### config.mk
export PLATFORM = sky130hd
export DESIGN_NAME = address_generator_a
export DESIGN_NICKNAME = d
export VERILOG_FILES = /design/src/rtl/address_generator_a.sv
export SDC_FILE = /design/constraint.sdc
export NUM_CORES = 1
export LEC_CHECK = 0
export ABC_AREA = 1
export CORE_UTILIZATION = 46
export CTS_CLUSTER_SIZE = 10
export DETAILED_ROUTE_END_ITERATION = 6
export PLACE_DENSITY = 0.77
export SETUP_SLACK_MARGIN = 0.5
export SYNTH_ARGS = -nofsm -noshare
export SYNTH_HDL_FRONTEND = slang
export SYNTH_SLANG_ARGS = --single-unit
export TNS_END_PERCENT = 100
### constraint.sdc
create_clock -name clk -period 3.1 [get_ports clk]
set_clock_uncertainty 0.2 [all_clocks]
set_input_delay 0.62 -clock clk [delete_from_list [all_inputs] [get_ports clk]]
set_output_delay 0.62 -clock clk [all_outputs]
set_load 0.03 [all_outputs]
### src/rtl/address_generator_a.sv
// A-operand row-buffer read-address generator for an ARRAY_N x ARRAY_N
// systolic array; lane i runs i cycles behind lane 0 so data enters diagonally.
//
// Ports:
//   clk, reset          clock and synchronous active-high reset
//   on                  level run request; one pass per assertion
//   base_addr           first address of the pass, latched at start
//   num_rows            active lanes (clamped to ARRAY_N), latched at start
//   address             lane i address at [ADDR_WIDTH*i +: ADDR_WIDTH]
//   enable              per-lane read enable
//   done                (ADDR_GEN_A_DONE_EN only) one-cycle pulse entering DONE
module address_generator_a #(
  parameter int ADDR_WIDTH        = 16,
  parameter int ARRAY_N           = 8,
  parameter int CONCAT_ADDR_WIDTH = ADDR_WIDTH*ARRAY_N
) (
  input  logic                         clk,
  input  logic                         reset,
  input  logic                         on,
  input  logic [ADDR_WIDTH-1:0]        base_addr,
  input  logic [$clog2(ARRAY_N):0]     num_rows,
  output logic [CONCAT_ADDR_WIDTH-1:0] address,
  output logic [ARRAY_N-1:0]           enable
`ifdef ADDR_GEN_A_DONE_EN
  ,
  output logic                         done
`endif
);

  localparam int NW = $clog2(ARRAY_N) + 1;
  localparam int TW = $clog2(2*ARRAY_N);

  localparam logic [1:0] IDLE = 2'd0;
  localparam logic [1:0] RUN  = 2'd1;
  localparam logic [1:0] DONE = 2'd2;

  logic [1:0]                   state_q, state_d;
  logic [TW-1:0]                t_q, t_d;
  logic [ADDR_WIDTH-1:0]        b_q, b_d;
  logic [NW-1:0]                r_q, r_d;
  logic [CONCAT_ADDR_WIDTH-1:0] addr_q, addr_d;
  logic [ARRAY_N-1:0]           en_q, en_d;
  logic                         done_d;

  logic [NW-1:0]                rows_clamped;
  logic [ARRAY_N-1:0]           lane_en;
  logic [CONCAT_ADDR_WIDTH-1:0] lane_addr;
  logic                         last;

  assign rows_clamped = (num_rows > NW'(ARRAY_N)) ? NW'(ARRAY_N)
                                                  : num_rows;

  // Final RUN cycle: lane R-1 issues its last address at t = R+ARRAY_N-2.
  assign last = (int'(t_q) == int'(r_q) + ARRAY_N - 2);

  always_comb begin
    lane_en   = '0;
    lane_addr = '0;
    for (int i = 0; i < ARRAY_N; i++) begin
      lane_en[i] = (int'(r_q) > i) &&
                   (int'(t_q) >= i) &&
                   (int'(t_q) <= i + ARRAY_N - 1);
      if (lane_en[i])
        lane_addr[ADDR_WIDTH*i +: ADDR_WIDTH] =
          b_q + ADDR_WIDTH'(t_q) - ADDR_WIDTH'(i);
    end
  end

  always_comb begin
    state_d = state_q;
    t_d     = t_q;
    b_d     = b_q;
    r_d     = r_q;
    addr_d  = '0;
    en_d    = '0;
    done_d  = 1'b0;
    unique case (state_q)
      IDLE: begin
        if (on) begin
          b_d     = base_addr;
          r_d     = rows_clamped;
          t_d     = '0;
          done_d  = (rows_clamped == '0);
          state_d = (rows_clamped == '0) ? DONE : RUN;
        end
      end
      RUN: begin
        if (!on) begin
          state_d = IDLE;
        end else begin
          en_d   = lane_en;
          addr_d = lane_addr;
          t_d    = t_q + 1'b1;
          if (last) begin
            state_d = DONE;
            done_d  = 1'b1;
          end
        end
      end
      DONE: begin
        if (!on) state_d = IDLE;
      end
      default: state_d = IDLE;
    endcase
  end

  always_ff @(posedge clk) begin
    if (reset) begin
      state_q <= IDLE;
      t_q     <= '0;
      b_q     <= '0;
      r_q     <= '0;
      addr_q  <= '0;
      en_q    <= '0;
    end else begin
      state_q <= state_d;
      t_q     <= t_d;
      b_q     <= b_d;
      r_q     <= r_d;
      addr_q  <= addr_d;
      en_q    <= en_d;
    end
  end

  assign address = addr_q;
  assign enable  = en_q;

`ifdef ADDR_GEN_A_DONE_EN
  logic done_q;

  always_ff @(posedge clk) begin
    if (reset) done_q <= 1'b0;
    else       done_q <= done_d;
  end

  assign done = done_q;
`else
  logic unused_done;
  assign unused_done = done_d;
`endif

endmodule

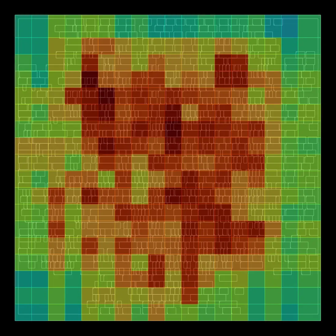
Fig. 1. Congestion heat map.
grt met2 use: 48.2%
routed wire length per instance: 17.4 um
highest-utilization routing layer at the global route stage: met2
final standard cell utilization of the core: 72.1%
routing usage on met1: 36.1%

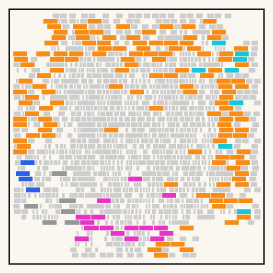
Fig. 2. Sequential cells grouped by signal name.
(2 px per um) Other sequential cells in the stronger gray, the rest of the logic in the fainter gray.
- orange: address (sequential cells 128; where all over the die)
- blue: r_q (sequential cells 4)
- cyan: enable (sequential cells 8)
- magenta: b_q (sequential cells 16; where bottom middle)

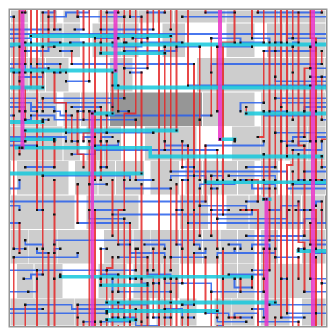
Fig. 3. A small window of the routed layout.
Region (51, 25) to (76, 50) um. Cells in gray, sequential cells in the stronger gray; small squares are vias.
- blue: met1
- red: met2
- cyan: met3
- magenta: met4
- cells with their middle in the window: 81
- sequential cells in the window: 1
- most frequent: nand2_1 (22), nand3_1 (11), nand2_2 (9)
- netlist names of flops here include: b_q (1)

==> flow_summary.ini <==
; generated from flow reports
[routing]
dr.max_layer_used = met4
met3_wl_um = 2300
avgViaCountPerCell = 5.52
detailedRoute.firstPassIterationCount = 6
drc_errors = 0
route.vias.total = 7805
drt-initial-drc-count = 801
wl_met1_um = 9790
ant_nets = 0
postRouteWirelength_um = 24500

[placement]
placed_area_um2 = 9200
place_congestion = 0.936
pre_cts_slack_ns = 0.143
placement.io_buffers = 158
place_inst = 1322

[timing]
final_min_period_over_clock_period_pct = 90.7
final_period_minus_worst_setup_slack_ns = 2.81
max_freq_mhz = 356
max-slew-margin-rel_pct = 49.9
finalHoldViolations = 0
setup_viol_count_final = 0
layout_setup_ws_ns = 0.290
timing_worst_slew_pin_value_ns = 0.751
final-max-slew-violation-count = 0

[logic_synthesis]
synth-area-yosys_um2 = 7150
synth.lib_cells_used.distinct = 38
topCombFamilyByArea = simple AND/OR/NAND/NOR gates
compound_area_share_pct = 11.6
fa_ha_area_share_pct = 3.78
synth_cells = 965
yosys-top-cells-area = dfxtp_1 (45%), nand2_1 (10%), nor2_1 (8.1%)
synth_top_cell_by_area = dfxtp_1
ys.flop_type = dfxtp_1
synth_xor_xnor_area_share_pct = 1.23
synthArstFlopShare_pct = 0
yosys_warnings = 0
synth_stat.cells = 965
ys_ff = 162
postSynthNetCount = 1009
enable_flop_cells = 0
yosys.stat.seqShare_pct = 45.4
syn_avg_cell_area_um2 = 7.41
post_synth_instance_area_um2 = 7150
yosysTopAreaCellShare_pct = 45.4

[layout]
seq-cell-share_pct = 29.7
n_antenna_cell = 0
final_net_count = 1257
sequential_cell_total = 162
stdcell_area_um2 = 11000
largest_register_ffs = 128
non_clock_inverter_count = 90
clkCellAreaFrac_pct = 5.07
fill_cells = 1097
number_of_non_filler_instances_in_the_completed_layout = 1414
layout_top_cell_excl_fill_tap = clkdlybuf4s50_1
layout-drive-gt1-share_pct = 27.2
multi_input_comb_area_um2 = 4170
layout.buffer.nonclock.area_share_pct = 21.8
area_dominant_class = multi-input combinational cells
seq_area_um2 = 3250
most_frequent_cells_in_the_layout = clkdlybuf4s50_1 (158), dfxtp_1 (157), nand2_1 (156)

[critical_path]
criticalPathCategory = register to register
critical_path_required_ns = 3.23
worstSetupStartpoint = t_q[0]
worst-r2r-cell-count = 15
critical_path.reg2reg.endpoint = address[123]
timing.critical_path.fanout_max = 7
timing.reg2reg.setup_slack_ns = 0.29
setup.worst_path.start_class = register
crit-reg2reg-launch = t_q[0]

[clock_network]
cts.repair.resized = 68
htree_num_levels = 4
ctsLongestPathBuffers = 2
clock_sinks = 162
cts_setup_buffers = 26
cts_buffers = 17
path_clk_slew_ns = 0.06

[min_path]
holdPathStages = 2
hp-class = register to register

[floorplan]
floorplan.rows = 45
die_width_um = 127
chipHeight_um = 127
placeableCoreArea_um2 = 15200
initial_utilization_pct = 47.0
top_ports = 159

[global_routing]
gr-usage-all-layers_pct = 29.5
grt_pass1_wl_um = 36400
grt_use_met3_pct = 7.80
grt_start_max_net_pins = 28
globalRouteOverflowTotal = 0
vias_in_the_first_global_route = 7162

[flow_run]
log.warning_count = 39
max_cap_violations = 0

[pwr]
power_density_nw_per_um2 = 502
vdd_drop_max_v = 0.000433
p_leak_uw = 0.00454

[status]
status = finished clean
-- cells in the mapped netlist, drive strengths merged, types with 4 or more instances --
library cell	n
nand4	13
nand3	76
buf	13
inv	89
nand2	221
dfxtp	162
nor3	4
clkbuf	16
nor2	182
ha	20
xor2	7
a21oi	85
o21ai	57
-- report_power, final --
part,internal (uW),switching (uW),total [uW]
sequential,2110,31.9,2140
clock,1090,902,1990
combinational,518,858,1380
-- critical path, cell delays in order (launching register included) --
cell,delay (ns)
dfxtp_4,0.36
ha_4,0.16
fa_2,0.41
buf_4,0.17
nand3_4,0.07
nand3_4,0.11
nand2_4,0.10
nand2_4,0.10
nor2_4,0.23
inv_2,0.07
nor2_4,0.16
nand2_2,0.15
inv_1,0.17
nand3_1,0.12
nand2_1,0.09
nor2_1,0.05
